<file path="config.mk">
export PLATFORM = sky130hd
export DESIGN_NAME = io_input_ctrl
export DESIGN_NICKNAME = d
export VERILOG_FILES = /design/src/rtl/io_input_ctrl.sv
export SDC_FILE = /design/constraint.sdc
export NUM_CORES = 1
export LEC_CHECK = 0
export ABC_AREA = 1
export CAP_MARGIN = 0
export CORE_ASPECT_RATIO = 0.9
export CORE_MARGIN = 2
export CORE_UTILIZATION = 40
export DETAILED_ROUTE_END_ITERATION = 8
export GPL_TIMING_DRIVEN = 0
export PLACE_DENSITY = 0.74
export REMOVE_ABC_BUFFERS = 1
export SYNTH_ARGS = -nofsm -noshare
export SYNTH_HDL_FRONTEND = slang
export SYNTH_SLANG_ARGS = --single-unit
</file>
<file path="constraint.sdc">
create_clock -name clk -period 1.2 [get_ports clk]
set_input_delay 0.12 -clock clk [delete_from_list [all_inputs] [get_ports clk]]
set_output_delay 0.12 -clock clk [all_outputs]
set_load 0.1 [all_outputs]
</file>
<file path="src/rtl/io_input_ctrl.sv">
// io_input_ctrl: read-switches port for MiniRiscV. It synchronises and debounces the button, then completes a stalling rd_req/rd_ack handshake.
// When IO_PRESS_BUFFER_EN is defined, a press that arrives before the request is buffered, and pending shows it.
module io_input_ctrl #(
   parameter int DEBOUNCE_CYCLES = 4,
   parameter int SW_W = 8
) (
   input  logic            clk,
   input  logic            rst,
   input  logic            button,
   input  logic [SW_W-1:0] switches,
   input  logic            rd_req,
   output logic            rd_ack,
   output logic [31:0]     rd_data,
   output logic            stall,
   output logic            btn_pulse,
   output logic            pending
);
   localparam int CW = DEBOUNCE_CYCLES > 1 ? $clog2(DEBOUNCE_CYCLES) : 1;
`ifdef IO_PRESS_BUFFER_EN
   localparam logic BUF = 1'b1;
`else
   localparam logic BUF = 1'b0;
`endif
   typedef enum logic [1:0] {IDLE, ARMED, ACK} state_t;
   state_t state, state_nx;
   logic btn_m, btn_s, db, db_q, capture;
   logic [SW_W-1:0] sw_m, sw_s;
   logic [CW-1:0] cnt;

   always_ff @(posedge clk or posedge rst)
      if (rst) begin
         btn_m <= 1'b0;
         btn_s <= 1'b0;
         sw_m  <= '0;
         sw_s  <= '0;
      end else begin
         btn_m <= button;
         btn_s <= btn_m;
         sw_m  <= switches;
         sw_s  <= sw_m;
      end

   // db follows btn_s only after DEBOUNCE_CYCLES consecutive differing samples
   always_ff @(posedge clk or posedge rst)
      if (rst) begin
         db   <= 1'b0;
         db_q <= 1'b0;
         cnt  <= '0;
      end else begin
         db_q <= db;
         if (btn_s == db)
            cnt <= '0;
         else if (cnt == CW'(DEBOUNCE_CYCLES - 1)) begin
            db  <= btn_s;
            cnt <= '0;
         end else
            cnt <= cnt + 1'b1;
      end

   always_ff @(posedge clk or posedge rst)
      if (rst) state <= IDLE;
      else     state <= state_nx;

   always_comb begin
      state_nx = state;
      case (state)
         IDLE:    state_nx = rd_req ? ((btn_pulse || pending) ? ACK : ARMED) : IDLE;
         ARMED:   state_nx = btn_pulse ? ACK : (rd_req ? ARMED : IDLE);
         default: state_nx = IDLE;
      endcase
   end

   always_comb begin
      btn_pulse = db & ~db_q;
      rd_ack    = state == ACK;
      stall     = rd_req & ~rd_ack;
      capture   = btn_pulse & ((state == ARMED) | ((state == IDLE) & (rd_req | BUF)));
   end

   always_ff @(posedge clk or posedge rst)
      if (rst)          rd_data <= '0;
      else if (capture) rd_data <= 32'(sw_s);

`ifdef IO_PRESS_BUFFER_EN
   // a request in IDLE consumes the buffered press; presses outside IDLE are dropped
   always_ff @(posedge clk or posedge rst)
      if (rst)                 pending <= 1'b0;
      else if (state == IDLE)  pending <= rd_req ? 1'b0 : (pending | btn_pulse);
`else
   assign pending = 1'b0;
`endif
endmodule

</file>
==> run_1/power_grid.png <==
Pins as bars on the die edge.
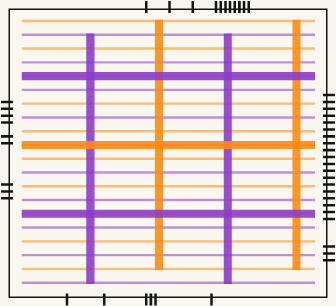
| net | colour |
|---|---|
| VSS | purple |
| VDD | orange |
signal pins: 48
met1 rails: 20
rows: 19
met4 straps: 4
Core Box Area: 0.00300 mm²

==> run_1/placement_by_type.png <==
Scale bar: 20 µm.
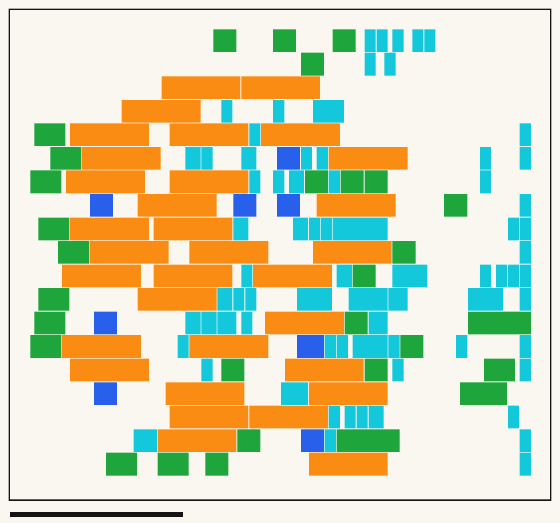
| class | colour | cells | share of their area |
|---|---|---|---|
| flops | orange | 32 | 53% |
| other buffers and delay cells | green | 30 | 19% |
| combinational and other logic | cyan | 73 | 24% |
| clock drivers and dummy loads | blue | 8 | 4.1% |
post-layout util: 52.1%
fraction of area in registers: 51.3%

==> run_1/clk_routes.png <==
Scale bar: 20 µm.
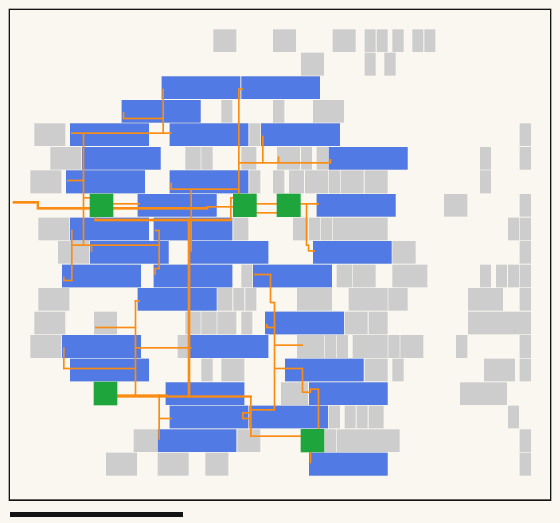
[flip-flops] blue | count: 32
[clock drivers] green | count: 5
[clock wires] orange | length: 315 µm
routed clock nets: 6

==> reports/results.txt, run 1 <==
Reg2Reg Depth = 7
Die Y = 56.6 µm
Dpl cell area = 0.00140 mm²
DR pass1 iterations = 2
Mapped Cells = 105
Die width = 62.4 µm
Final period util = 106%
Worst-Skew Late Latency = 0.33 ns
Compound-cell area share of the yosys netlist = 0.407%
Final setup violation count = 2
CTS Sinks = 32
Placer congestion estimate = 0.666
Top cell family by delay on the critical path = flip-flops
Outcome = finished with violations
Finished Layout Cells = 185
Worst relative slew slack = 56.8%
Final WS setup = -0.0664 ns
Area grow syn2layout = 27.1%
Clock Skew = 0.00807 ns
Failing checks = setup timing
R2r startpoint = state[1]$_DFF_PP0_
CP required = 1.08 ns
[run 1: sequential cells by signal (all words and copies together), names as in the netlist]
name / cells
sw_m: 8
btn_m: 1
state: 2
db: 1
rd_data: 8
btn_s: 1
cnt: 2
db_q: 1
sw_s: 8
[run 1: what timing repair did]
item                                   CTS  global route
cloned                                   0             1
pin swaps                                4             3
setup endpoints to repair               11            44
endpoints found under the hold margin    0             0
hold buffers                             0             0
setup buffers                            7             2
resized                                 79             2
[run 1: routing by layer]
metal / track usage [%] / vias to the layer above / wire length (µm)
li1: - / 351 / -
met1: 13.0 / 337 / 688
met2: 18.7 / 35 / 904
met3: 5.81 / 2 / 151
met4: 2.86 / 0 / 20
met5: 0 / - / 0
[run 1: placed cells by master (no fill, tap or decap), drive strengths merged]
| cell | instances |
|---|---|
| buf | 19 |
| clkbuf | 5 |
| nor2 | 6 |
| nor3 | 1 |
| or2 | 1 |
| inv | 7 |
| clkinv | 1 |
| clkinvlp | 3 |
| ha | 1 |
| o21ai | 1 |
| dfrtp | 32 |
| nand3 | 10 |
| nand2 | 19 |
| clkdlybuf4s50 | 11 |
| xnor2 | 1 |
| conb | 25 |
[run 1: area by class of cell]
cell class | count | area (µm²) | area share (%)
clock buffer | 5 | 37.5 | 2.40
sequential | 32 | 801 | 51.3
inverter | 8 | 33.8 | 2.16
multi-input combinational | 65 | 328 | 21.0
timing repair buffer | 30 | 285 | 18.3
tap | 42 | 52.6 | 3.37
clock inverter | 3 | 23.8 | 1.52
[run 1: worst reg2reg max path, cell delays in order, from the launching register on]
cell and delay [ns]:
dfrtp_1 0.41, inv_2 0.09, buf_4 0.10, buf_4 0.09, buf_4 0.12, nand3_2 0.10, nand2_1 0.08, nand2_1 0.05
## Run 2: what changed since run 1
Settings changed: PLACE_DENSITY 0.74 to unset, PLACE_DENSITY_LB_ADDON set to 0.1.
==> run_2/power_grid.png <==
Pins as bars on the die edge.
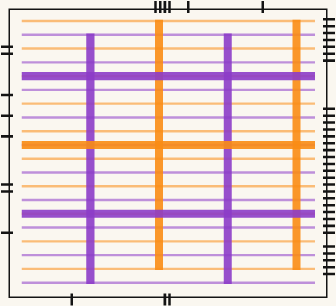
| net | colour |
|---|---|
| VDD | orange |
| VSS | purple |
signal pins: 48
met1 rails: 20
rows: 19
die width: 62.4 µm
Die Y: 56.6 µm

==> run_2/clocks.png <==
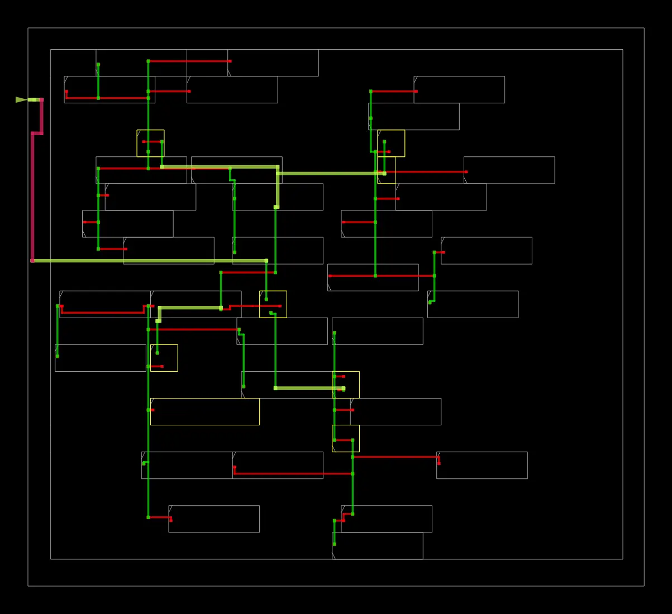
CTS Sinks: 32
Worst-Skew Late Latency: 0.33 ns
clkbuf count: 5
total CTS buffers: 5

==> run 2 against run 1 <==
The run still ends with setup timing left; non-clock buffer count is 2 lower; first-iteration DRC count went up to 6.5 times the previous value; clock-buffer cell count stayed put; highest routed layer unchanged; die size stayed put; cell area is 0.24% higher; synthesized cell count stayed put.
==> reports/results.txt, run 2 <==
Outcome = finished with violations
Failing checks = setup timing
Final setup violation count = 2 (unchanged)
Synth logic family = buffers and inverters
Final WS setup = -0.0597 ns (+0.00671 ns)
Dpl cell area = 0.00140 mm² (unchanged)
CTS clk-pin slew, worst paths = 0.10 ns
Rows = 19
Reg2Reg Depth = 6 (-1)
Synth top area share = 65.2%
Worst R2R End = rd_data[4]$_DFFE_PP0P_
Mapped Cells = 105 (unchanged)
Register area = 801 µm² (unchanged)
DR pass1 iterations = 4 (+2)
Compound-cell area share of the yosys netlist = 0.407% (unchanged)
Top Layout Cells = dfrtp_1 (32), conb_1 (25), nand2_1 (17), buf_4 (14), clkdlybuf4s50_1 (11)
Critical Path, Cell by Cell = inv_2 > nor2_4 > nor2_4 > buf_12
Routed WL per cell = 10.1 µm
Placer congestion estimate = 0.648 (-2.6%)
Arrival @ worst endpoint = 1.14 ns
Worst setup EP type = output pin
Grt met3 use = 7.82% (+2.0 points)
CP Class = reg2out
Final period util = 105% (-0.56 points)
Commonest Layout Cell = dfrtp_1
GRT Max-Usage Layer = met2
Filler cells = 289
MI comb area = 328 µm² (unchanged)
Warnings, synthesis = 0
Core Box Area = 0.00300 mm² (unchanged)
Top area cell types = dfrtp_1 (65%), buf_4 (15%), nand2_1 (5.5%), nand3_1 (3.3%), inv_1 (2.1%)
GR Overflow Total = 0
Finished Layout Cells = 183 (-1.1%)
Flip-flops with a built-in enable = 0
CP required = 1.08 ns (about the same)
CTS Hold Bufs = 0 (unchanged)
Fin Hold WS = 0.218 ns
Top flop regs = rd_data: 8 flops, sw_m: 8 flops, sw_s: 8 flops
Met1 usage = 12.2% (-0.80 points)
M2 GR Usage = 22.6% (+3.8 points)
Worst relative slew slack = 55.5% (-1.2 points)
Fmax = 794 MHz
R2r startpoint = db$_DFFE_PP0P_
Maxcap violations = 0
Area grow syn2layout = 27.4%
Top cell family by delay on the critical path = flip-flops
Clock Skew = 0.00343 ns (-0.00464 ns)
Share of layout cells above drive strength 1 = 26.2%
run 2: metrics by stage:
stage | TNS (ns) | setup slack [ns] | util, %
final | -0.100 | -0.0597 | 52.3
after floorplan | -4.19 | -1.63 | -
after global routing | -0.306 | -0.125 | 52.3
after detailed placement | -17.68 | -0.794 | 46.9
after CTS | -0.177 | -0.0789 | 52.2
after global placement | -16.04 | -0.787 | 46.9
run 2: what timing repair did:
item                                    CTS  global route
pin swaps                                 3             4
buffers inserted                          8             1
endpoints found under the setup margin   11            44
gates cloned                              0             1
resized                                  79             2
run 2: worst max path at each step:
stage | slack [ns] | from | depth (start not counted) | end
2_1_floorplan | -1.63 | state[1]$_DFF_PP0_ | 3 | stall
3_5_place_dp | -0.79 | rd_req | 4 | stall
6_report | -0.06 | state[1]$_DFF_PP0_ | 4 | stall
3_3_place_gp | -0.79 | rd_req | 4 | stall
4_1_cts | -0.08 | state[1]$_DFF_PP0_ | 4 | stall
5_1_grt | -0.13 | state[1]$_DFF_PP0_ | 4 | stall
run 2: final cells by class:
type / instances / area share (%)
flip-flops and latches: 32 / 51.2
multi-input cells: 65 / 20.9
repair buffers: 28 / 17.3
well taps: 42 / 3.36
clock inverters: 3 / 2.72
clock buffers: 5 / 2.40
inverters: 8 / 2.16
run 2: routing by layer:
metal / vias to the layer above / share of wire (%)
met5: - / 0
met4: 0 / 0.92
met3: 2 / 10
met2: 46 / 50
met1: 345 / 39
li1: 341 / -
